`src/rtl/div_pkg.sv`:
```
// Shared definitions for the 8/4-bit sequential restoring divider.
package div_pkg;
    localparam int DIV_ITER = 8;
    localparam int DVD_W    = 8;
    localparam int DVS_W    = 4;

    typedef enum logic [1:0] {
        IDLE = 2'd0,
        RUN  = 2'd1,
        DONE = 2'd2
    } state_t;
endpackage

```
`src/rtl/div_step.sv`:
```
// One restoring-division step: trial subtract of the divisor from a 5-bit partial remainder.
module div_step
    import div_pkg::*;
(
    input  logic [DVS_W:0]   pr,
    input  logic [DVS_W-1:0] dvs,
    output logic [DVS_W-1:0] rem,
    output logic             qbit
);
    logic [DVS_W:0] diff;

    assign diff = pr - {1'b0, dvs};
    assign qbit = (pr >= {1'b0, dvs});
    // The true remainder is always below the divisor, so 4 bits never truncate a valid result.
    assign rem  = qbit ? diff[DVS_W-1:0] : pr[DVS_W-1:0];
endmodule

```
`src/rtl/div8_4_seq.sv`:
```
// Sequential 8-bit / 4-bit unsigned restoring divider, one quotient bit per cycle.
// Optional DIV_BYZERO_EN adds the dz port and a one-cycle short cut for a zero divisor.
module div8_4_seq
    import div_pkg::*;
(
    input  logic       clk,
    input  logic       rst_n,
    input  logic       start,
    input  logic [7:0] a,
    input  logic [3:0] b,
    output logic       busy,
    output logic       done,
`ifdef DIV_BYZERO_EN
    output logic       dz,
`endif
    output logic [7:0] q,
    output logic [3:0] r
);
    state_t state_reg, state_next;

    logic [DVD_W-1:0] dvd_reg;
    logic [DVD_W-1:0] quo_reg;
    logic [DVS_W-1:0] dvs_reg;
    logic [DVS_W-1:0] rem_reg;
    logic [2:0]       cnt_reg;
    logic [DVD_W-1:0] q_reg;
    logic [DVS_W-1:0] r_reg;

    logic             accept;
    logic             last;
    logic             zero_skip;
    logic [DVS_W-1:0] rem_step;
    logic             qbit;
    logic [DVD_W-1:0] quo_step;

    assign accept   = start && ((state_reg == IDLE) || (state_reg == DONE));
    assign last     = (cnt_reg == 3'(DIV_ITER - 1));
    assign quo_step = {quo_reg[DVD_W-2:0], qbit};

`ifdef DIV_BYZERO_EN
    logic dz_reg;
    assign zero_skip = (state_reg == RUN) && (dvs_reg == '0);
    assign dz        = dz_reg;
`else
    assign zero_skip = 1'b0;
`endif

    div_step u_step (
        .pr   ({rem_reg, dvd_reg[DVD_W-1]}),
        .dvs  (dvs_reg),
        .rem  (rem_step),
        .qbit (qbit)
    );

    always_ff @(posedge clk or negedge rst_n) begin
        if (!rst_n) state_reg <= IDLE;
        else        state_reg <= state_next;
    end

    always_comb begin
        state_next = state_reg;
        case (state_reg)
            IDLE:    if (accept) state_next = RUN;
            RUN:     if (zero_skip || last) state_next = DONE;
            DONE:    state_next = accept ? RUN : IDLE;
            default: state_next = IDLE;
        endcase
    end

    always_ff @(posedge clk or negedge rst_n) begin
        if (!rst_n) begin
            dvd_reg <= '0;
            dvs_reg <= '0;
            rem_reg <= '0;
            quo_reg <= '0;
            cnt_reg <= '0;
            q_reg   <= '0;
            r_reg   <= '0;
`ifdef DIV_BYZERO_EN
            dz_reg  <= 1'b0;
`endif
        end else if (accept) begin
            dvd_reg <= a;
            dvs_reg <= b;
            rem_reg <= '0;
            quo_reg <= '0;
            cnt_reg <= '0;
`ifdef DIV_BYZERO_EN
            dz_reg  <= 1'b0;
`endif
        end else if (state_reg == RUN) begin
            if (zero_skip) begin
                // Operands are untouched in the first RUN cycle, so dvd_reg still holds a.
                q_reg   <= '1;
                r_reg   <= dvd_reg[DVS_W-1:0];
`ifdef DIV_BYZERO_EN
                dz_reg  <= 1'b1;
`endif
            end else begin
                dvd_reg <= {dvd_reg[DVD_W-2:0], 1'b0};
                rem_reg <= rem_step;
                quo_reg <= quo_step;
                cnt_reg <= last ? cnt_reg : cnt_reg + 3'd1;
                if (last) begin
                    q_reg <= quo_step;
                    r_reg <= rem_step;
                end
            end
        end
    end

    assign busy = (state_reg == RUN);
    assign done = (state_reg == DONE);
    assign q    = q_reg;
    assign r    = r_reg;
endmodule

```
`config.mk`:
```
export PLATFORM = sky130hd
export DESIGN_NAME = div8_4_seq
export DESIGN_NICKNAME = d
export VERILOG_FILES = /design/src/rtl/div_pkg.sv /design/src/rtl/div_step.sv /design/src/rtl/div8_4_seq.sv
export SDC_FILE = /design/constraint.sdc
export NUM_CORES = 1
export LEC_CHECK = 0
export CELL_PAD_IN_SITES_DETAIL_PLACEMENT = 2
export CELL_PAD_IN_SITES_GLOBAL_PLACEMENT = 2
export CORE_UTILIZATION = 34
export DETAILED_ROUTE_END_ITERATION = 8
export GPL_TIMING_DRIVEN = 0
export HOLD_SLACK_MARGIN = 0.06
export PLACE_DENSITY = 0.82
export SLEW_MARGIN = 15
export SYNTH_ARGS = -nofsm -noshare
export SYNTH_HDL_FRONTEND = slang
export SYNTH_SLANG_ARGS = --single-unit
```
`constraint.sdc`:
```
create_clock -name clk -period 1.69 [get_ports clk]
set_input_delay 0.338 -clock clk [delete_from_list [all_inputs] [get_ports clk]]
set_output_delay 0.338 -clock clk [all_outputs]
set_load 0.02 [all_outputs]
```
Figure 1. Metal 1.
Cells faint in the background.
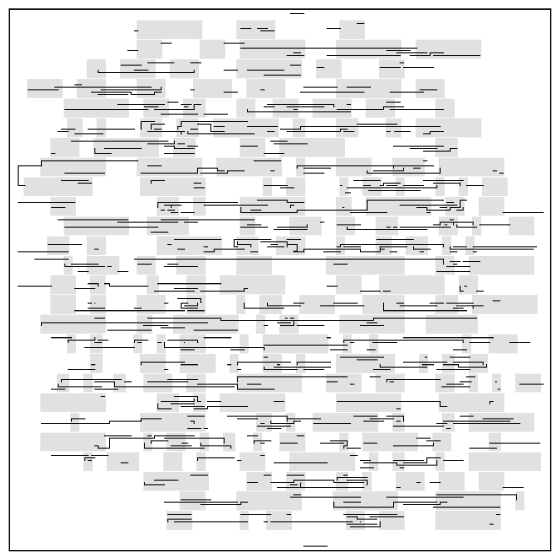
main direction: horizontal
nets with wire on the layer: 215
share of all routed wire: 37%
longest straight run: 42.8 um

Figure 2. Signal wires on met2.
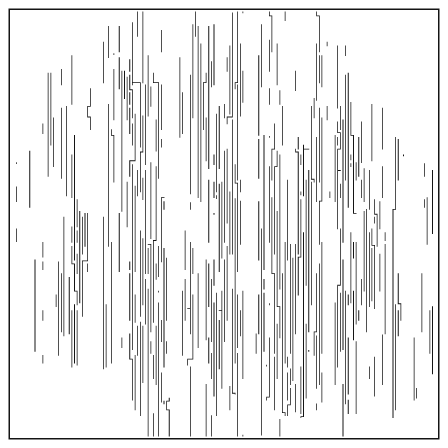
longest straight run: 36.4 um
nets with wire on the layer: 217
main direction: vertical
share of all routed wire: 58%
wire length on this layer: 3200 um
GR Layer Usage met2: 41.3%
Routed WL: 5.54 mm

==> out/writeup.txt <==
The synthesized netlist devotes 14.5% of its cell area to compound gates. 29 I/O pins were placed. For the leakage power figure, the log shows 0.00116 uW.

At the pin with the least slew margin, the transition time is 0.508 ns. Per STA, the highest per-stage delay on the worst path measures 0.40 ns. The commonest register cell after synthesis was sky130_fd_sc_hd__dfrtp_1. Of the total standard cell area in the layout, the multi-input combinational portion is 33.5%. In the final layout, excluding clock buffers the buffer count is 46.

Sequential cells placed in the final layout were counted as 40. Subtracting the final worst setup slack from the clock period gives 1.67 ns. In the hold timing report, the worst path depth is 2. Yosys reports that the leading cell type by area covers 55.6% of the netlist area.

In this run, synthesis inferred 0 flip-flops with an integrated enable. The flow ran to the end, and the final reports show no timing, DRC or antenna violations. The number of buffers added to fix hold violations after cts was 1.

Among cell families on the critical path, the largest total delay comes from flip-flops. For the tap cell count, the log shows 70. In this run, power in flip-flops and latches comes to 1760 uW. The script parses the final routing iteration and logs DRC violations as 0. Averaged over all synthesized cells, the footprint is 11.3 um^2.

Detailed routing placed a total of 3.20 mm of wire on met2. In the final layout, the fill cell count is 507. Per the final layout report, the fraction of cells sized above drive strength 1 comes to 28.4%. Capturing element type of the critical path: a flip-flop. The kind of critical path is flip-flop to flip-flop.

The analysis reports a worst IR drop on VDD of 0.830 mV. The total net switching power came out at 2470 uW.
Figure 3. M4 wires.
Cells faint in the background.
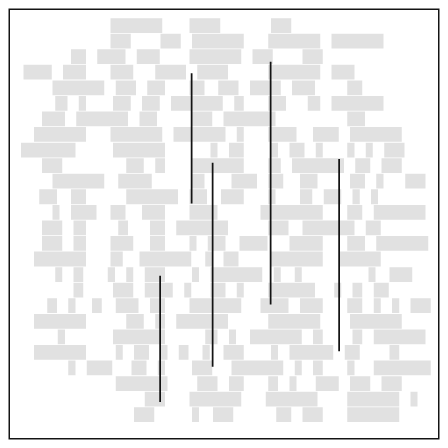
longest straight run: 42.2 um
nets with wire on the layer: 5
main direction: vertical
wire length on this layer: 155 um
share of all routed wire: 2.8%
number of vias after detailed routing: 1415

Figure 4. Routing congestion map.
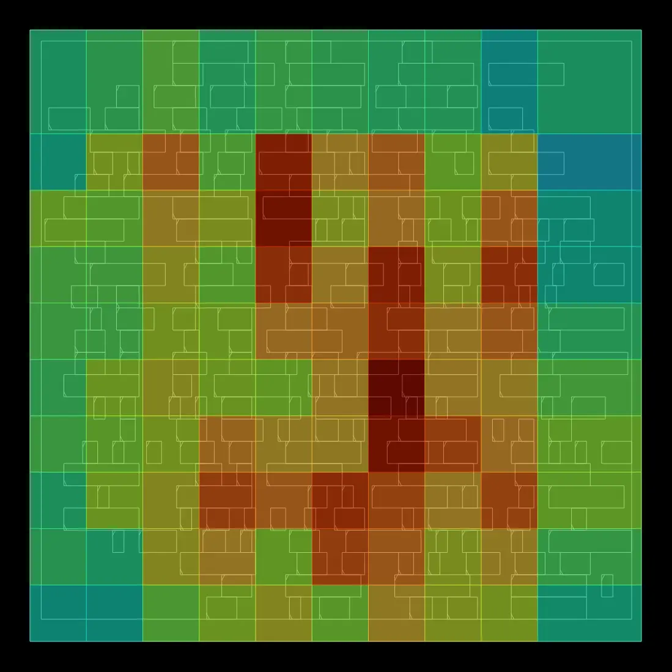
met1 Use GR: 21.2%
post-DR wirelength/cell: 19.9 um

No activity file was given, so power comes from the tool's default toggle rates.
